==> src/rtl/hams_pkg.sv <==
// -----------------------------------------------------------------------------
// hams_pkg
// Shared types and constants for the HAMS merge stage.
//   hams_merge_state_e : state encoding of the merge sequencing controller
//   HAMS_DATA_W        : element width shared by the merge controller and the
//                        FIFO instances that feed and drain it
//   HAMS_FIFO_DEPTH    : depth of the FIFOs around the merge stage
// -----------------------------------------------------------------------------
package hams_pkg;

  typedef enum logic [2:0] {
    IDLE    = 3'd0,
    MERGE   = 3'd1,
    DRAIN_A = 3'd2,
    DRAIN_B = 3'd3,
    DONE    = 3'd4
  } hams_merge_state_e;

  localparam int HAMS_DATA_W     = 8;
  localparam int HAMS_FIFO_DEPTH = 16;

endpackage : hams_pkg

==> src/rtl/hams_merge_sel.sv <==
// -----------------------------------------------------------------------------
// hams_merge_sel
// Comparator and mux choosing which run head goes out next.
// Ports:
//   a_data_i, b_data_i : heads of runs A and B (unsigned)
//   sel_a_o            : 1 when A's head should be emitted
//   sel_data_o         : the chosen head
// Parameter DESCENDING picks the larger element first instead of the smaller.
// Equal heads always choose A, which keeps the merge stable.
// -----------------------------------------------------------------------------
module hams_merge_sel #(
  parameter int DATA_WIDTH = 8,
  parameter bit DESCENDING = 1'b0
) (
  input  logic [DATA_WIDTH-1:0] a_data_i,
  input  logic [DATA_WIDTH-1:0] b_data_i,
  output logic                  sel_a_o,
  output logic [DATA_WIDTH-1:0] sel_data_o
);

  always_comb begin
    if (DESCENDING) begin
      sel_a_o = (a_data_i >= b_data_i);
    end else begin
      sel_a_o = (a_data_i <= b_data_i);
    end
    sel_data_o = sel_a_o ? a_data_i : b_data_i;
  end

endmodule : hams_merge_sel

==> src/rtl/hams_merge_ctrl.sv <==
// -----------------------------------------------------------------------------
// hams_merge_ctrl
// Sequencing controller for the HAMS merge stage. Drains two sorted runs of
// equal length from FIFOs A and B and pushes one merged sorted run into the
// output FIFO, at most one element per cycle, straight from the FIFO heads.
// Ports:
//   clk, rst_n          : clock, asynchronous active-low reset
//   start, run_len      : start pulse and per-run length (sampled in IDLE)
//   busy, done          : merge in progress / one-cycle completion pulse
//   a_empty/a_data/a_pop: FIFO A flag, head and pop strobe
//   b_empty/b_data/b_pop: FIFO B flag, head and pop strobe
//   out_full/out_data/out_push : output FIFO flag, element and push strobe
//   out_count           : elements emitted by the current or last merge
// -----------------------------------------------------------------------------
module hams_merge_ctrl
  import hams_pkg::*;
#(
  parameter int          DATA_WIDTH = HAMS_DATA_W,
  parameter int unsigned LEN_W      = 16,
  parameter bit          DESCENDING = 1'b0
) (
  input  logic                  clk,
  input  logic                  rst_n,
  input  logic                  start,
  input  logic [LEN_W-1:0]      run_len,
  output logic                  busy,
  output logic                  done,
  input  logic                  a_empty,
  input  logic [DATA_WIDTH-1:0] a_data,
  output logic                  a_pop,
  input  logic                  b_empty,
  input  logic [DATA_WIDTH-1:0] b_data,
  output logic                  b_pop,
  input  logic                  out_full,
  output logic [DATA_WIDTH-1:0] out_data,
  output logic                  out_push,
  output logic [LEN_W:0]        out_count
);

  hams_merge_state_e state_q, state_d;
  logic [LEN_W-1:0]  rem_a_q, rem_a_d;
  logic [LEN_W-1:0]  rem_b_q, rem_b_d;
  logic [LEN_W:0]    count_q, count_d;
  logic              busy_q, busy_d;
  logic              done_q, done_d;
  logic              sel_a;
  logic [DATA_WIDTH-1:0] sel_data;

  hams_merge_sel #(
    .DATA_WIDTH (DATA_WIDTH),
    .DESCENDING (DESCENDING)
  ) u_sel (
    .a_data_i   (a_data),
    .b_data_i   (b_data),
    .sel_a_o    (sel_a),
    .sel_data_o (sel_data)
  );

  // Next-state, counter updates and the FIFO strobes. The strobes are purely
  // combinational so a head element reaches the output FIFO in the same cycle
  // it is popped. A merge cannot finish directly from MERGE: when one run runs
  // out the other still has at least one element, so it always passes through
  // a drain state.
  always_comb begin
    state_d  = state_q;
    rem_a_d  = rem_a_q;
    rem_b_d  = rem_b_q;
    count_d  = count_q;
    a_pop    = 1'b0;
    b_pop    = 1'b0;
    out_data = '0;

    case (state_q)
      IDLE: begin
        if (start) begin
          rem_a_d = run_len;
          rem_b_d = run_len;
          count_d = '0;
          state_d = (run_len != '0) ? MERGE : DONE;
        end
      end

      MERGE: begin
        out_data = sel_data;
        if (!a_empty && !b_empty && !out_full) begin
          count_d = count_q + (LEN_W+1)'(1);
          if (sel_a) begin
            a_pop   = 1'b1;
            rem_a_d = rem_a_q - LEN_W'(1);
            if (rem_a_q == LEN_W'(1)) begin
              state_d = DRAIN_B;
            end
          end else begin
            b_pop   = 1'b1;
            rem_b_d = rem_b_q - LEN_W'(1);
            if (rem_b_q == LEN_W'(1)) begin
              state_d = DRAIN_A;
            end
          end
        end
      end

      DRAIN_A: begin
        out_data = a_data;
        if (!a_empty && !out_full) begin
          a_pop   = 1'b1;
          rem_a_d = rem_a_q - LEN_W'(1);
          count_d = count_q + (LEN_W+1)'(1);
          if (rem_a_q == LEN_W'(1)) begin
            state_d = DONE;
          end
        end
      end

      DRAIN_B: begin
        out_data = b_data;
        if (!b_empty && !out_full) begin
          b_pop   = 1'b1;
          rem_b_d = rem_b_q - LEN_W'(1);
          count_d = count_q + (LEN_W+1)'(1);
          if (rem_b_q == LEN_W'(1)) begin
            state_d = DONE;
          end
        end
      end

      DONE: begin
        state_d = IDLE;
      end

      default: begin
        state_d = IDLE;
      end
    endcase

    busy_d = (state_d == MERGE) || (state_d == DRAIN_A) || (state_d == DRAIN_B);
    done_d = (state_d == DONE);
  end

  assign out_push  = a_pop | b_pop;
  assign busy      = busy_q;
  assign done      = done_q;
  assign out_count = count_q;

  // State and counters; reset aborts any merge in progress.
  always_ff @(posedge clk or negedge rst_n) begin
    if (!rst_n) begin
      state_q <= IDLE;
      rem_a_q <= '0;
      rem_b_q <= '0;
      count_q <= '0;
      busy_q  <= 1'b0;
      done_q  <= 1'b0;
    end else begin
      state_q <= state_d;
      rem_a_q <= rem_a_d;
      rem_b_q <= rem_b_d;
      count_q <= count_d;
      busy_q  <= busy_d;
      done_q  <= done_d;
    end
  end

endmodule : hams_merge_ctrl

==> config.mk <==
export PLATFORM = sky130hd
export DESIGN_NAME = hams_merge_ctrl
export DESIGN_NICKNAME = d
export VERILOG_FILES = /design/src/rtl/hams_pkg.sv /design/src/rtl/hams_merge_sel.sv /design/src/rtl/hams_merge_ctrl.sv
export SDC_FILE = /design/constraint.sdc
export NUM_CORES = 1
export LEC_CHECK = 0
export ABC_AREA = 1
export CORE_MARGIN = 8
export CORE_UTILIZATION = 45
export DETAILED_ROUTE_END_ITERATION = 8
export PLACE_DENSITY = 0.71
export SLEW_MARGIN = 20
export SYNTH_ARGS = -nofsm -noshare
export SYNTH_HDL_FRONTEND = slang
export SYNTH_HIERARCHICAL = 1
export SYNTH_SLANG_ARGS = --single-unit
==> constraint.sdc <==
create_clock -name clk -period 1.9 [get_ports clk]
set_input_delay 0.38 -clock clk [delete_from_list [all_inputs] [get_ports clk]]
set_output_delay 0.38 -clock clk [all_outputs]
set_load 0.005 [all_outputs]
Fig. 1: run 1, logic cells by family
Drawn at 2 px/micron.
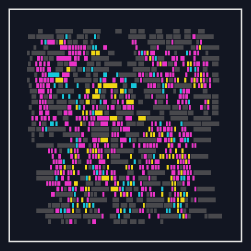
colour	family	cells	most used
yellow	nor cells	107	nor2_1
cyan	inv cells	81	inv_1
magenta	nand cells	378	nand2_1
Finished Layout Cells: 966
Commonest Layout Cell: nand2_1

Fig. 2: run 1, pin placement
Drawn at 4 px/micron. Pins as bars across the die edge, other pins in grey.
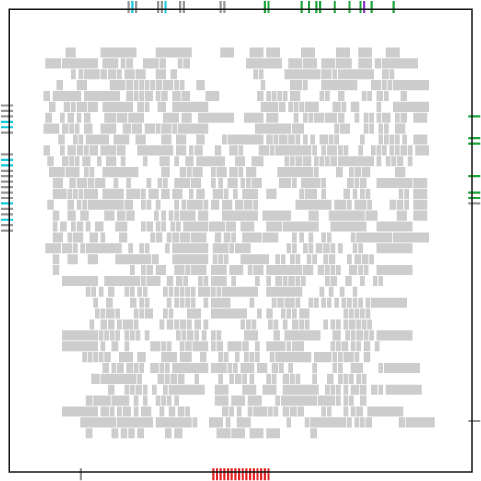
colour	port	pins	direction	edge
cyan	out_data	8	output	6 left, 2 top
purple	out_push	1	output	top
green	out_count	17	output	11 top, 6 right
red	run_len	16	input	bottom
all pins by edge	22 top, 21 left, 17 bottom, 8 right
Die Wd: 115 microns
number of port buffers: 67
chip height: 115 microns

==> impl_metrics.json, run 1 <==
{
  "status": "finished with violations",
  "violations": "setup timing",
  "insertion_delay_ns": 0.31,
  "flops": 54,
  "die-area_sq_um": 13300,
  "routedWlPerCell_microns": 13.3,
  "hold_viol_final": 0,
  "syn_inst": 720,
  "power_frac_seq": 0.247,
  "tritoncts": "yes",
  "critPathCaptureType": "output port",
  "logic_gate_count": 569,
  "signal_buffers": 122,
  "worstPathRequired_ns": 1.52,
  "setup_ws_ns": -0.226,
  "irDropWorstVdd_mv": 0.579,
  "diodes": 0,
  "fin_nets": 884,
  "warnings": 31,
  "busiest_layer": "met2",
  "syn2layout_area_growth_pct": 34.1,
  "p_comb_mw": 5.28,
  "period_minus_slack_ns": 2.13,
  "vias": 4908,
  "pin_count": 68,
  "track_usage": 0.200,
  "hp-class": "primary input to asynchronous set/reset pin",
  "dp_hpwl_microns": 9850,
  "yosysTopAreaCell": "dfrtp_1",
  "dp_cells": 955,
  "skew_ns": 0.00994,
  "drcViolationCount": 0,
  "nFillCells": 925,
  "cp_cell_sequence": "buf_2 -> ha_4 -> nand2_4 -> nor2_4 -> nand2_2 -> nand2_4 -> nand2_4 -> buf_6 -> a31oi_4 -> nand2_2 -> buf_6",
  "holdWs_ns": 0.0262,
  "p_sw_mw": 3.99,
  "synth-edff-count": 0,
  "tap_cells": 133,
  "clk_pin_slew_ns": 0.10,
  "pwr-share-clk": 0.082,
  "drive_gt1_frac": 0.215,
  "grt_pass1_wl_microns": 21800,
  "clock_area_frac": 0.0134,
  "comb_area_sq_um": 2960,
  "async_reset_ff_frac": 1.00,
  "slowest_stage": "ha_4",
  "yosys_area_sq_um": 4440,
  "largestClassByArea": "multi-input combinational cells",
  "tightest_slew_ns": 0.533,
  "place.gp.congestion": 0.910,
  "post_cts_resized": 137,
  "cts-buffers-inserted": 5,
  "setup_viol": 26,
  "critPathMostFrequentCell": "nand2_4",
  "cts-root-buf": "clkbuf_8"
}
Fig. 3: run 1, sequential cells grouped by signal name
Drawn at 2 px/micron.
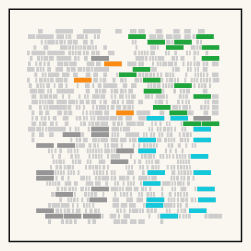
colour	netlist name	flops
green	out_count	17
cyan	rem_a_q	16
orange	state_q	3
not coloured	18
Core Util, Final: 0.615
flop share of the area: 0.227
seq pwr: 1.95 mW
register cell area after layout: 1350 sq um

==> run 1: cell usage in the layout, fill, tap and decap left out, types with 6 or more instances in the layout <==
cell type	Yosys	final
buf_2	6	17
buf_4	4	46
buf_6	3	15
clkdlybuf4s50_1	0	39
dfrtp_1	54	54
ha_4	0	7
inv_1	76	68
inv_2	3	9
nand2_1	274	252
nand2_2	5	23
nand2_4	2	6
nand3_1	79	73
nand3_2	1	6
nand4_1	11	11
nor2_1	97	86
nor2_2	4	10
nor2_4	4	9
o21ai_0	25	21
o21ai_1	10	13
o21ai_2	6	7
o21bai_1	7	7
==> run 1: worst paths after layout <==
path / end / slack, ns / cells past startpoint
worst max-delay path: out_push / -0.23 / 11
worst min-delay path: rem_a_q[3] / 0.03 / 2
worst max register to register: rem_a_q[8] / 0.16 / 12
worst min register to register: rem_a_q[15] / 0.51 / 2
max in group asynchronous: out_count[1] / 1.57 / 2
min in group clk: rem_a_q[15] / 0.51 / 2
==> run 1: cell families after synthesis <==
group | Yosys count | synth area share
AOI/OAI and AO/OA | 63 | 0.0840
xor gates and xnor gates | 6 | 0.0118
adders and majority gates | 13 | 0.0366
buffers and inverters | 97 | 0.0933
DFF | 54 | 0.304
and+or+nand+nor | 487 | 0.470
==> run 1: sequential cells by signal, indices dropped and copies added, names as in the netlist <==
name	flops
busy	1
done	1
out_count	17
rem_a_q	16
rem_b_q	16
state_q	3
==> run 1: routing by layer <==
metal	part of all wire	vias up
li1	-	2497
met1	0.43	2250
met2	0.50	135
met3	0.052	26
met4	0.022	0
met5	0	-
==> run 1: critical path: cells and delay by family <==
kind	cells	cell delay [ns]
fa+ha+maj	1	0.28
simple gates	6	0.52
compound gates	1	0.18
buf+inv	3	0.36
--- run 2 (diff from run 1) ---
--- a/config.mk
+++ b/config.mk
@@ -6,6 +6,7 @@
 export NUM_CORES = 1
 export LEC_CHECK = 0
 export ABC_AREA = 1
+export CORE_ASPECT_RATIO = 0.9
 export CORE_MARGIN = 8
 export CORE_UTILIZATION = 45
 export DETAILED_ROUTE_END_ITERATION = 8
Fig. 4: run 2, track usage over the die
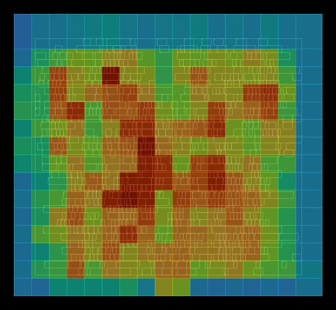
GRT Overall Usage: 0.205
met3 usage: 0.0239
Most Used Layer, Global Route: met2
M1 GR Usage: 0.269
mean routed wirelength per cell: 13.8 microns

==> impl_metrics.json, run 2 <==
{
  "critPathCaptureType": "output port",
  "diodes": 0,
  "lay_top_count": "nand2_1",
  "drcViolationCount": 0,
  "power_frac_seq": 0.236,
  "warnings": 31,
  "fin_nets": 891,
  "place.gp.congestion": 0.874,
  "setup_ws_ns": -0.210,
  "routed-wl-met3_microns": 689,
  "yosysTopAreaCell": "dfrtp_1",
  "logic_family": "simple AND/OR/NAND/NOR gates",
  "setup_viol": 11,
  "tightest_slew_ns": 0.415,
  "dp_hpwl_microns": 10000,
  "drive_gt1_frac": 0.235,
  "mux_area_frac": 0,
  "syn_inst": 720,
  "fp.dieW_microns": 121,
  "vias": 4994,
  "violations": "setup timing",
  "skew_ns": 0.0153,
  "cts-root-buf": "clkbuf_8",
  "cts-buffers-inserted": 5,
  "pin_count": 68,
  "grt_pass1_wl_microns": 22800,
  "syn2layout_area_growth_pct": 38.5,
  "irDropWorstVdd_mv": 0.728,
  "yosys_area_sq_um": 4440,
  "final_cells": 967,
  "insertion_delay_ns": 0.32,
  "worstPathRequired_ns": 1.52,
  "largest_register_ffs": 17,
  "dp_cells": 952,
  "utilization": 0.637,
  "antenna_found_initial": 0,
  "power_mw": 8.31,
  "met2_length_microns": 6500,
  "hp-class": "primary input to asynchronous set/reset pin",
  "clk_pin_slew_ns": 0.11,
  "holdWs_ns": 0.524,
  "status": "finished with violations",
  "r2r_cells": 11,
  "combPwrFrac": 0.678,
  "r2r_end": "rem_a_q[6]",
  "port_buffers": 67,
  "die-area_sq_um": 13300,
  "hold_viol_final": 0,
  "ys_sh_adder": 0.0366,
  "period_minus_slack_ns": 2.11,
  "synth-xor-area-share": 0.0118,
  "routedLengthMet1_microns": 6020
}
-- run 2: cell type report --
cell class                      count  area (sq um)
Inverter                           81           332
Fill cell                         857          3510
Sequential cell                    54          1350
Timing Repair Buffer              129          1220
Clock inverter                      3          28.8
Multi-Input combinational cell    569          2990
Tap cell                          126           158
Clock buffer                        5          68.8
-- run 2: worst min-delay path by stage --
stage                    start           end  slack, ns
finish                   rst_n    rem_a_q[3]       0.52
global route             rst_n  out_count[2]       0.56
detailed placement       rst_n    rem_a_q[3]       0.33
floorplan                rst_n          busy       0.08
global placement         rst_n    rem_a_q[3]       0.33
CTS                 rem_b_q[8]    rem_b_q[8]       0.51
-- run 2: critical path, cell delays in order --
cell     delay, ns
buf_12        0.09
inv_12        0.03
ha_4          0.23
a21oi_2       0.13
nor2_2        0.04
nor2_2        0.14
nand2_4       0.08
nand2_4       0.10
inv_2         0.04
nand2_2       0.08
nor2_2        0.04
nor2_2        0.13
nand2_2       0.10
buf_6         0.13
-- run 2: cells by family after synthesis --
family	after synthesis
DFF	54
buffers and inverters	97
and+or+nand+nor	487
adders and majority gates	13
AOI/OAI and AO/OA	63
xor gates and xnor gates	6
-- run 2: timing repair --
| item | in CTS | in global routing |
|---|---|---|
| hold buffers | 1 | 0 |
| resized | 158 | 61 |
| endpoints found under the hold margin | 10 | 0 |
| cloned | 2 | 0 |
| pin swaps | 41 | 28 |
| setup buffers | 8 | 0 |
| endpoints found under the setup margin | 49 | 57 |
-- run 2: power by group through the flow --
stage	combinational [mW]	clock, mW	sequential (mW)
after floorplan	3.39	0	1.87
after global placement	4.81	0	1.95
after detailed placement	4.95	0	1.96
after CTS	5.40	0.735	1.94
after global routing	6.29	0.775	2.01
final	5.63	0.720	1.96
Power and IR drop assume default switching activity.
